Clock nets:
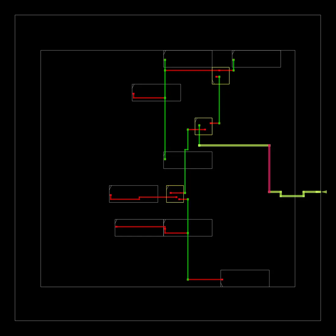
A small window of the routed layout:
The bar under the picture is 5 µm long. Window x 15 to 35, y 24 to 44 µm. Cells in grey, sequential cells in the stronger grey; small squares are vias.
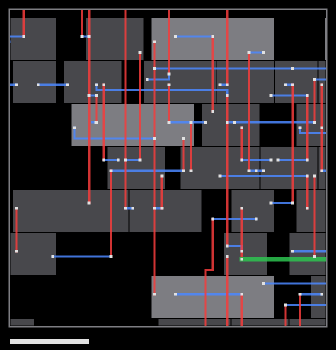
$ cat src/rtl/fdxe_bank_pkg.sv
// Shared types for the fdxe flip-flop bank.
// fdxe_mode_e  : selects whether a cell honours clr (forces 0) or pre (forces 1)
// force_value  : level a cell takes while its override is active
package fdxe_bank_pkg;

    typedef enum logic {
        FDXE_CLEAR  = 1'b0,
        FDXE_PRESET = 1'b1
    } fdxe_mode_e;

    function automatic logic force_value(input fdxe_mode_e mode);
        return (mode == FDXE_PRESET);
    endfunction

endpackage : fdxe_bank_pkg

$ cat src/rtl/fdxe_cell.sv
// Single flip-flop with clock enable and one override, clear- or preset-type.
// Parameters: INIT_BIT (power-up/reset value), IS_SET (1 = preset-type).
// Ports:
//   clk  rising-edge clock
//   rst  synchronous active-high reset to INIT_BIT
//   d    data input
//   ce   clock enable
//   clr  clear override, used only when IS_SET = 0
//   pre  preset override, used only when IS_SET = 1
//   q    output; forced combinationally while the override is high
module fdxe_cell
    import fdxe_bank_pkg::*;
#(
    parameter logic INIT_BIT = 1'b0,
    parameter logic IS_SET   = 1'b0
) (
    input  logic clk,
    input  logic rst,
    input  logic d,
    input  logic ce,
    input  logic clr,
    input  logic pre,
    output logic q
);

    localparam fdxe_mode_e MODE      = fdxe_mode_e'(IS_SET);
    localparam logic       FORCE_VAL = force_value(MODE);

    // Power-up value comes from the declaration so no edge is needed.
    logic state = INIT_BIT;
    logic ovr;

    // Only the override that matches this cell's mode is looked at; the
    // other one is ignored completely.
    assign ovr = (MODE == FDXE_PRESET) ? pre : clr;

    // Override beats reset, reset beats enable.
    always_ff @(posedge clk) begin
        if (ovr) begin
            state <= FORCE_VAL;
        end else if (rst) begin
            state <= INIT_BIT;
        end else if (ce) begin
            state <= d;
        end
    end

    // Zero-latency override; once an edge absorbs it, state already
    // equals the forced level so release does not glitch.
    assign q = ovr ? FORCE_VAL : state;

endmodule : fdxe_cell

$ cat src/rtl/fdxe_bank.sv
// Portable replacement for a bank of FDCE/FDPE primitives with clock enable.
// Parameters: WIDTH (1..64), INIT (per-bit reset value), SET_MASK
//   (per-bit mode: 1 = preset-type, 0 = clear-type).
// Ports:
//   clk  rising-edge clock
//   rst  synchronous active-high reset, state <= INIT
//   d    per-bit data input
//   ce   per-bit clock enable
//   clr  per-bit clear override (clear-type bits only)
//   pre  per-bit preset override (preset-type bits only)
//   q    per-bit outputs
module fdxe_bank #(
    parameter int                WIDTH    = 8,
    parameter logic [WIDTH-1:0]  INIT     = '0,
    parameter logic [WIDTH-1:0]  SET_MASK = '0
) (
    input  logic             clk,
    input  logic             rst,
    input  logic [WIDTH-1:0] d,
    input  logic [WIDTH-1:0] ce,
    input  logic [WIDTH-1:0] clr,
    input  logic [WIDTH-1:0] pre,
    output logic [WIDTH-1:0] q
);

    for (genvar i = 0; i < WIDTH; i++) begin : g_bit
        fdxe_cell #(
            .INIT_BIT (INIT[i]),
            .IS_SET   (SET_MASK[i])
        ) u_cell (
            .clk (clk),
            .rst (rst),
            .d   (d[i]),
            .ce  (ce[i]),
            .clr (clr[i]),
            .pre (pre[i]),
            .q   (q[i])
        );
    end

endmodule : fdxe_bank

$ cat config.mk
export PLATFORM = sky130hd
export DESIGN_NAME = fdxe_bank
export DESIGN_NICKNAME = d
export VERILOG_FILES = /design/src/rtl/fdxe_bank_pkg.sv /design/src/rtl/fdxe_cell.sv /design/src/rtl/fdxe_bank.sv
export SDC_FILE = /design/constraint.sdc
export NUM_CORES = 1
export LEC_CHECK = 0
export CORE_MARGIN = 4
export CORE_UTILIZATION = 26
export DETAILED_ROUTE_END_ITERATION = 16
export PLACE_DENSITY = 0.8
export SETUP_SLACK_MARGIN = 0.3
export SKIP_CTS_REPAIR_TIMING = 1
export SLEW_MARGIN = 5
export SYNTH_ARGS = -nofsm -noshare
export SYNTH_HDL_FRONTEND = slang
export SYNTH_SLANG_ARGS = --single-unit
$ cat constraint.sdc
create_clock -name clk -period 0.8 [get_ports clk]
set_input_delay 0.16 -clock clk [delete_from_list [all_inputs] [get_ports clk]]
set_output_delay 0.16 -clock clk [all_outputs]
set_load 0.1 [all_outputs]
==> CHANGELOG.md <==
### Physical design

* Biggest register: g_bit.u_cell.state
* Setup crit start kind: flop
* Num CTS Buffers at 3
* Syn_area_per_cell at 10.8 µm²
* Comb. pwr at 0.000322 W
* Min-delay worst type: in2reg
* FF+latch count, synth at 8
* 1st-pass router iterations at 1
* Non-clk bufs at 41
* Later-pin clock latency in the skew report at 0.25 ns
* Comb area share at 0.268
* Tot Pwr at 0.00105 W
* P_sw at 0.000277 W
* RSZ-0062 raised after global routing: yes
* HPWL after detailed placement at 943 µm
* GPL Wtd Cong at 0.637
* Setup Viol. Count Final at 8
* Drt wl/cell at 11.5 µm
* Relative slew slack at 0.880
* Final Instance Area at 1010 µm²
* Pre-Place Util at 0.283
* Design internal power at 0.000772 W
* Clk pin slew, worst setup/hold paths at 0.06 ns
* Critical path type: reg2out
* Yosys simple share at 0.295
* GRT overflow at 0
* Layout cell share with drive strength beyond 1 at 0.566
* Yosys aoi share at 0
* Logic gate share of total power at 0.307
* Post-route ant nets at 0
* Logic inverters at 0
* Xor/xnor share at 0
* Die X at 49.2 µm
* IO Count at 42
* GRT Total Usage at 0.0952
* Die H at 49.2 µm
* Register area at 170 µm²
* Final Util at 0.646
* Setup WS pre-CTS at -0.336 ns
* Status: finished, violations left
* Synth warn at 0
* Violated checks: setup timing
* Final period util at 1.34
* Non-Filler Instances at 92
* Well Taps at 16
* Met2 Usage GRT at 0.163
* Top class by area: buffers
* Chip area at 2420 µm²
* Setup slack after layout at -0.271 ns
* Largest registers: g_bit.u_cell.state x8
* Largest net degree at the start of global routing at 6
* Post-Syn Instances at 41
* Clock Sinks at 8
* Number of max-cap violations at 0
* Post-Synthesis Cell Area at 442 µm²
* NonClk Buf Share at 0.520
* DP Area at 931 µm²
* Fillers at 119
* Number of cell rows at 14
Back to the opening pictures, 'clock nets':
clock skew: 0 ns
FFs & Latches: 8

Back to the opening pictures, 'a small window of the routed layout':
- green: M3
- blue: M1
- red: M2
- most frequent: dlymetal6s2s_1 (4), dfxtp_2 (3)
- cells with their middle in the window: 20
- sequential cells in the window: 3
- netlist names of flops here include: g_bit.u_cell.state (3)

==> worst paths after layout <==
| kind | startpoint | endpoint | slack [ns] | cells past startpoint |
|---|---|---|---|---|
| worst max-delay path | g_bit[1].u_cell.state | q[1] | -0.27 | 2 |
| worst min-delay path | clr[3] | g_bit[3].u_cell.state | 0.17 | 2 |
| worst max register to register | g_bit[0].u_cell.state | g_bit[0].u_cell.state | 0.17 | 2 |
| worst min register to register | g_bit[7].u_cell.state | g_bit[7].u_cell.state | 0.52 | 2 |
==> cells in the mapped netlist <==
cell type / count / area [µm²]
buf_6: 1 / 11.3
mux2i_1: 8 / 80.1
nor2b_1: 8 / 50.1
buf_4: 8 / 60.1
dfxtp_1: 8 / 160
nor3_2: 8 / 80.1
Power and IR drop assume default switching activity.
